Fig. 1: M3 wires
Scale bar: 20 um.
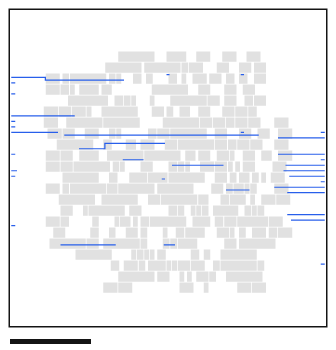
Fig. 2: congestion heat map
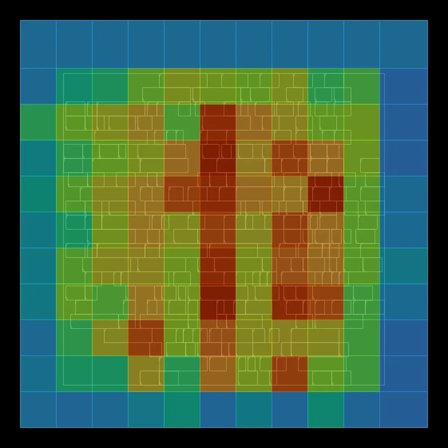
Fig. 3: the metal 2 layer
Scale bar: 20 um.
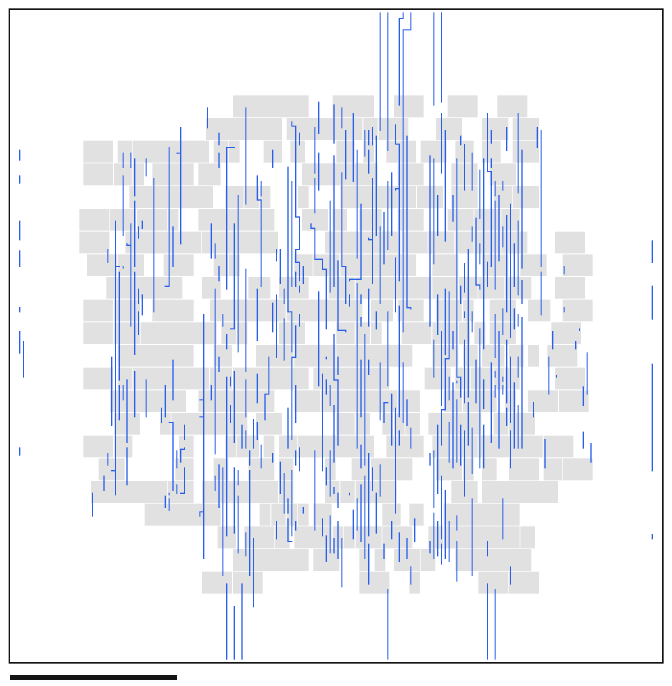
File: config.mk
export PLATFORM = sky130hd
export DESIGN_NAME = hazard_scoreboard_flat
export DESIGN_NICKNAME = d
export VERILOG_FILES = /design/src/rtl/hazard_scoreboard_if.sv /design/src/rtl/hazard_scoreboard.sv /design/src/flat_wrapper.sv
export SDC_FILE = /design/constraint.sdc
export NUM_CORES = 1
export LEC_CHECK = 0
export CAP_MARGIN = 20
export CORE_MARGIN = 8
export CORE_UTILIZATION = 50
export CTS_CLUSTER_SIZE = 28
export DETAILED_ROUTE_END_ITERATION = 10
export GPL_TIMING_DRIVEN = 0
export PLACE_DENSITY_LB_ADDON = 0.25
export REMOVE_ABC_BUFFERS = 1
export SYNTH_ARGS = -nofsm -noshare
export SYNTH_HDL_FRONTEND = slang
export SYNTH_SLANG_ARGS = --single-unit
File: constraint.sdc
create_clock -name clk -period 6.4 [get_ports clk]
set_input_delay 1.28 -clock clk [delete_from_list [all_inputs] [get_ports clk]]
set_output_delay 1.28 -clock clk [all_outputs]
set_load 0.02 [all_outputs]
File: src/rtl/hazard_scoreboard_if.sv
// Decode-stage request and hazard responses exchanged with hazard_scoreboard.
// Perf counter outputs exist only when HAZARD_SB_PERF_EN is defined.
interface hazard_scoreboard_if #(
  parameter int AW = 5,
  parameter int SW = 2
);
  logic          d_valid;
  logic [AW-1:0] d_rs;
  logic [AW-1:0] d_rt;
  logic          d_rs_used;
  logic          d_rt_used;
  logic          d_wen;
  logic [AW-1:0] d_waddr;
  logic [SW-1:0] d_avail;
  logic          d_hilo_rd;
  logic          d_hilo_wr;
  logic          d_div;
  logic          be_stall;
  logic          flush_exc;
  logic          d_stall;
  logic          issue;
  logic [SW-1:0] fwd_a;
  logic [SW-1:0] fwd_b;
  logic          div_busy;
  logic          div_abort;
`ifdef HAZARD_SB_PERF_EN
  logic [31:0]   perf_raw_stall;
  logic [31:0]   perf_hilo_stall;
  logic [31:0]   perf_flush;
`endif

  modport master (
    output d_valid, d_rs, d_rt, d_rs_used, d_rt_used, d_wen, d_waddr, d_avail,
    output d_hilo_rd, d_hilo_wr, d_div, be_stall, flush_exc,
    input  d_stall, issue, fwd_a, fwd_b, div_busy, div_abort
`ifdef HAZARD_SB_PERF_EN
    ,
    input  perf_raw_stall, perf_hilo_stall, perf_flush
`endif
  );

  modport slave (
    input  d_valid, d_rs, d_rt, d_rs_used, d_rt_used, d_wen, d_waddr, d_avail,
    input  d_hilo_rd, d_hilo_wr, d_div, be_stall, flush_exc,
    output d_stall, issue, fwd_a, fwd_b, div_busy, div_abort
`ifdef HAZARD_SB_PERF_EN
    ,
    output perf_raw_stall, perf_hilo_stall, perf_flush
`endif
  );
endinterface

File: src/rtl/hazard_scoreboard.sv
// Parametrised hazard scoreboard: per-operand forward selects, decode stalls, divider HI/LO interlock.
// Lookup is combinational; slots/counter update each edge, be_stall freezes slots. Perf counters: HAZARD_SB_PERF_EN.
module hazard_scoreboard #(
  parameter int NSTAGE  = 3,
  parameter int AW      = 5,
  parameter int SW      = $clog2(NSTAGE + 1),
  parameter int DIV_LAT = 32
) (
  input logic                clk,
  input logic                resetn,
  hazard_scoreboard_if.slave sb
);
  localparam int CW = $clog2(DIV_LAT + 1);

  typedef struct packed {
    logic          valid;
    logic          wen;
    logic [AW-1:0] waddr;
    logic [SW-1:0] avail;
    logic          hilo_wr;
  } slot_t;

  slot_t         slots [1:NSTAGE];
  logic [CW-1:0] div_cnt;
  logic          div_abort_q;
  logic          div_busy;
  logic          stall_a;
  logic          stall_b;
  logic [SW-1:0] fwd_a;
  logic [SW-1:0] fwd_b;
  logic          hilo_pend;
  logic          hilo_stall;
  logic          d_stall;
  logic          issue;
  logic          flush_go;

  // Scan oldest to youngest so the youngest matching writer decides last.
  always_comb begin
    fwd_a   = '0;
    stall_a = 1'b0;
    fwd_b   = '0;
    stall_b = 1'b0;
    for (int k = NSTAGE; k >= 1; k--) begin
      if (slots[k].valid && slots[k].wen && (slots[k].waddr != '0)) begin
        if (sb.d_rs_used && (slots[k].waddr == sb.d_rs)) begin
          if (SW'(k) >= slots[k].avail) begin
            fwd_a   = SW'(k);
            stall_a = 1'b0;
          end else begin
            fwd_a   = '0;
            stall_a = 1'b1;
          end
        end
        if (sb.d_rt_used && (slots[k].waddr == sb.d_rt)) begin
          if (SW'(k) >= slots[k].avail) begin
            fwd_b   = SW'(k);
            stall_b = 1'b0;
          end else begin
            fwd_b   = '0;
            stall_b = 1'b1;
          end
        end
      end
    end
  end

  // The W slot has already committed HI/LO, so only slots before it interlock.
  always_comb begin
    hilo_pend = 1'b0;
    for (int k = 1; k < NSTAGE; k++) begin
      if (slots[k].valid && slots[k].hilo_wr) begin
        hilo_pend = 1'b1;
      end
    end
  end

  assign div_busy   = (div_cnt != '0);
  assign hilo_stall = (sb.d_hilo_rd || sb.d_hilo_wr || sb.d_div) && (div_busy || hilo_pend);
  assign d_stall    = sb.d_valid && (stall_a || stall_b || hilo_stall);
  assign issue      = resetn && sb.d_valid && !d_stall && !sb.be_stall && !sb.flush_exc;
  assign flush_go   = sb.flush_exc && !sb.be_stall;

  // A flush empties everything up to M and blocks M from reaching W, so all slots end up empty.
  always_ff @(posedge clk or negedge resetn) begin
    if (!resetn) begin
      for (int k = 1; k <= NSTAGE; k++) begin
        slots[k] <= '0;
      end
    end else if (!sb.be_stall) begin
      for (int k = NSTAGE; k >= 2; k--) begin
        slots[k] <= sb.flush_exc ? '0 : slots[k-1];
      end
      if (issue) begin
        slots[1] <= '{valid:   1'b1,
                      wen:     sb.d_wen,
                      waddr:   sb.d_waddr,
                      avail:   sb.d_avail,
                      hilo_wr: sb.d_hilo_wr || sb.d_div};
      end else begin
        slots[1] <= '0;
      end
    end
  end

  // The divider keeps counting through back-end stalls; only an acted-upon flush cancels it.
  always_ff @(posedge clk or negedge resetn) begin
    if (!resetn) begin
      div_cnt     <= '0;
      div_abort_q <= 1'b0;
    end else begin
      div_abort_q <= 1'b0;
      if (flush_go && div_busy) begin
        div_cnt     <= '0;
        div_abort_q <= 1'b1;
      end else if (issue && sb.d_div) begin
        div_cnt <= CW'(DIV_LAT);
      end else if (div_busy) begin
        div_cnt <= div_cnt - CW'(1);
      end
    end
  end

  assign sb.d_stall   = d_stall;
  assign sb.issue     = issue;
  assign sb.fwd_a     = fwd_a;
  assign sb.fwd_b     = fwd_b;
  assign sb.div_busy  = div_busy;
  assign sb.div_abort = div_abort_q;

`ifdef HAZARD_SB_PERF_EN
  logic [31:0] raw_cnt;
  logic [31:0] hilo_cnt;
  logic [31:0] flush_cnt;

  always_ff @(posedge clk or negedge resetn) begin
    if (!resetn) begin
      raw_cnt   <= '0;
      hilo_cnt  <= '0;
      flush_cnt <= '0;
    end else begin
      if (sb.d_valid && (stall_a || stall_b)) begin
        raw_cnt <= raw_cnt + 32'd1;
      end
      if (sb.d_valid && hilo_stall && !(stall_a || stall_b)) begin
        hilo_cnt <= hilo_cnt + 32'd1;
      end
      if (flush_go) begin
        flush_cnt <= flush_cnt + 32'd1;
      end
    end
  end

  assign sb.perf_raw_stall  = raw_cnt;
  assign sb.perf_hilo_stall = hilo_cnt;
  assign sb.perf_flush      = flush_cnt;
`endif
endmodule

File: src/flat_wrapper.sv
// flat-port wrapper written by rule: the top's interface ports become plain ports
module hazard_scoreboard_flat 
#(
  parameter int NSTAGE  = 3,
  parameter int AW      = 5,
  parameter int SW      = $clog2(NSTAGE + 1),
  parameter int DIV_LAT = 32
)
  (clk, resetn, sb_d_valid, sb_d_rs, sb_d_rt, sb_d_rs_used, sb_d_rt_used, sb_d_wen, sb_d_waddr, sb_d_avail, sb_d_hilo_rd, sb_d_hilo_wr, sb_d_div, sb_be_stall, sb_flush_exc, sb_d_stall, sb_issue, sb_fwd_a, sb_fwd_b, sb_div_busy, sb_div_abort);
  hazard_scoreboard_if #(.AW(AW), .SW(SW)) sb_i ();
  input logic clk;
  input logic resetn;
  input wire logic [$bits(sb_i.d_valid)-1:0] sb_d_valid;
  input wire logic [$bits(sb_i.d_rs)-1:0] sb_d_rs;
  input wire logic [$bits(sb_i.d_rt)-1:0] sb_d_rt;
  input wire logic [$bits(sb_i.d_rs_used)-1:0] sb_d_rs_used;
  input wire logic [$bits(sb_i.d_rt_used)-1:0] sb_d_rt_used;
  input wire logic [$bits(sb_i.d_wen)-1:0] sb_d_wen;
  input wire logic [$bits(sb_i.d_waddr)-1:0] sb_d_waddr;
  input wire logic [$bits(sb_i.d_avail)-1:0] sb_d_avail;
  input wire logic [$bits(sb_i.d_hilo_rd)-1:0] sb_d_hilo_rd;
  input wire logic [$bits(sb_i.d_hilo_wr)-1:0] sb_d_hilo_wr;
  input wire logic [$bits(sb_i.d_div)-1:0] sb_d_div;
  input wire logic [$bits(sb_i.be_stall)-1:0] sb_be_stall;
  input wire logic [$bits(sb_i.flush_exc)-1:0] sb_flush_exc;
  output wire logic [$bits(sb_i.d_stall)-1:0] sb_d_stall;
  output wire logic [$bits(sb_i.issue)-1:0] sb_issue;
  output wire logic [$bits(sb_i.fwd_a)-1:0] sb_fwd_a;
  output wire logic [$bits(sb_i.fwd_b)-1:0] sb_fwd_b;
  output wire logic [$bits(sb_i.div_busy)-1:0] sb_div_busy;
  output wire logic [$bits(sb_i.div_abort)-1:0] sb_div_abort;
  assign sb_i.d_valid = sb_d_valid;
  assign sb_i.d_rs = sb_d_rs;
  assign sb_i.d_rt = sb_d_rt;
  assign sb_i.d_rs_used = sb_d_rs_used;
  assign sb_i.d_rt_used = sb_d_rt_used;
  assign sb_i.d_wen = sb_d_wen;
  assign sb_i.d_waddr = sb_d_waddr;
  assign sb_i.d_avail = sb_d_avail;
  assign sb_i.d_hilo_rd = sb_d_hilo_rd;
  assign sb_i.d_hilo_wr = sb_d_hilo_wr;
  assign sb_i.d_div = sb_d_div;
  assign sb_i.be_stall = sb_be_stall;
  assign sb_i.flush_exc = sb_flush_exc;
  assign sb_d_stall = sb_i.d_stall;
  assign sb_issue = sb_i.issue;
  assign sb_fwd_a = sb_i.fwd_a;
  assign sb_fwd_b = sb_i.fwd_b;
  assign sb_div_busy = sb_i.div_busy;
  assign sb_div_abort = sb_i.div_abort;
  hazard_scoreboard #(.NSTAGE(NSTAGE), .AW(AW), .SW(SW), .DIV_LAT(DIV_LAT)) u_core (.clk(clk), .resetn(resetn), .sb(sb_i));
endmodule
==> reports/qor.yml <==
p_seq_uw: 257
yosysWarnings: 0
reg2reg_depth: 8
cpMostUsedCell: "clkdlybuf4s50_1"
synthesis.area_um2: 1930
r2r_end: "u_core.slots[25]"
ys_top_logic_family: "AND-OR/OR-AND gates"
powerDensity_nw_per_um2: 236
fp_util: 0.524
regMostFlops: "u_core.slots"
warning_count: 25
fin_ws_ps: 1310
clock-root-buffer: "clkbuf_8"
fin_skew_ps: 3.18
areaGrowthSynthToFinish_pct: 25.5
edf_count: 0
final_area_um2: 2430
place_congestion: 0.889
cap_violations: 0
syn_area_per_cell_um2: 9.97
n_fill_cell: 327
outcome: "complete, no violations"
fmax_mhz: 197
worstHoldPathCells: 2
die_h_um: 78.2
first_pass_iters: 4
place_area_um2: 2340
power_frac_seq: 0.449
period_used_share: 0.795
## Picture notes: Fig. 1
share of all routed wire = 5.9%
nets with wire on the layer = 30
longest straight run = 47.8 um
main direction = horizontal
wire length on this layer = 262 um

## Picture notes: Fig. 2
final core occ: 0.658
gr busiest metal: met2

## Picture notes: Fig. 3
main direction = vertical
share of all routed wire = 45%
wire length on this layer = 2000 um
longest straight run = 36.2 um
nets with wire on the layer = 219

## Yosys cell counts, types with 2 or more instances
library cell / instances / area share
clkbuf_1: 4 / 0.0078
xor2_1: 9 / 0.041
a22o_1: 14 / 0.063
xnor2_1: 23 / 0.10
nor3_1: 5 / 0.013
dfrtp_1: 34 / 0.44
nand4_1: 4 / 0.013
nor4_1: 2 / 0.0065
or4_1: 2 / 0.0078
or3_1: 3 / 0.0097
a21oi_1: 9 / 0.023
and3_2: 2 / 0.0078
a2111oi_0: 2 / 0.0091
nand2b_1: 11 / 0.036
nand2_1: 18 / 0.035
inv_1: 4 / 0.0078
o21ai_0: 14 / 0.036
nor2_1: 8 / 0.016
## metal layers
layer | global-route usage | vias to the layer above | wire length (um)
met3 | 0.0387 | 8 | 261
met5 | 0 | - | 0
li1 | - | 772 | -
met4 | 0.0778 | 0 | 77
met1 | 0.209 | 740 | 2100
met2 | 0.238 | 40 | 2000
## cell type report
type	count	share of cell area
Inverter	4	0.00618
Multi-Input combinational cell	150	0.428
Sequential cell	34	0.350
Clock buffer	7	0.0355
Tap cell	48	0.0247
Clock inverter	1	0.00206
Timing Repair Buffer	36	0.154
## metrics by stage
step	total power [mW]	hold WS [ps]
2_1_floorplan	0.356	452
3_3_place_gp	0.413	467
3_5_place_dp	0.420	475
4_1_cts	0.581	491
5_1_grt	0.609	542
6_report	0.573	487
## how the worst max path moves through the flow
| stage | from | to | slack, ps |
|---|---|---|---|
| final | sb_be_stall | sb_issue | 1310 |
| after detailed placement | sb_d_rs[0] | sb_issue | 1310 |
| after global routing | sb_be_stall | sb_issue | 1150 |
| after floorplan | sb_d_rs[2] | sb_fwd_a[0] | 2570 |
| after global placement | sb_be_stall | sb_issue | 860 |
| after CTS | sb_d_rs[0] | sb_issue | 1300 |
Power is estimated from default activity; no workload was simulated.
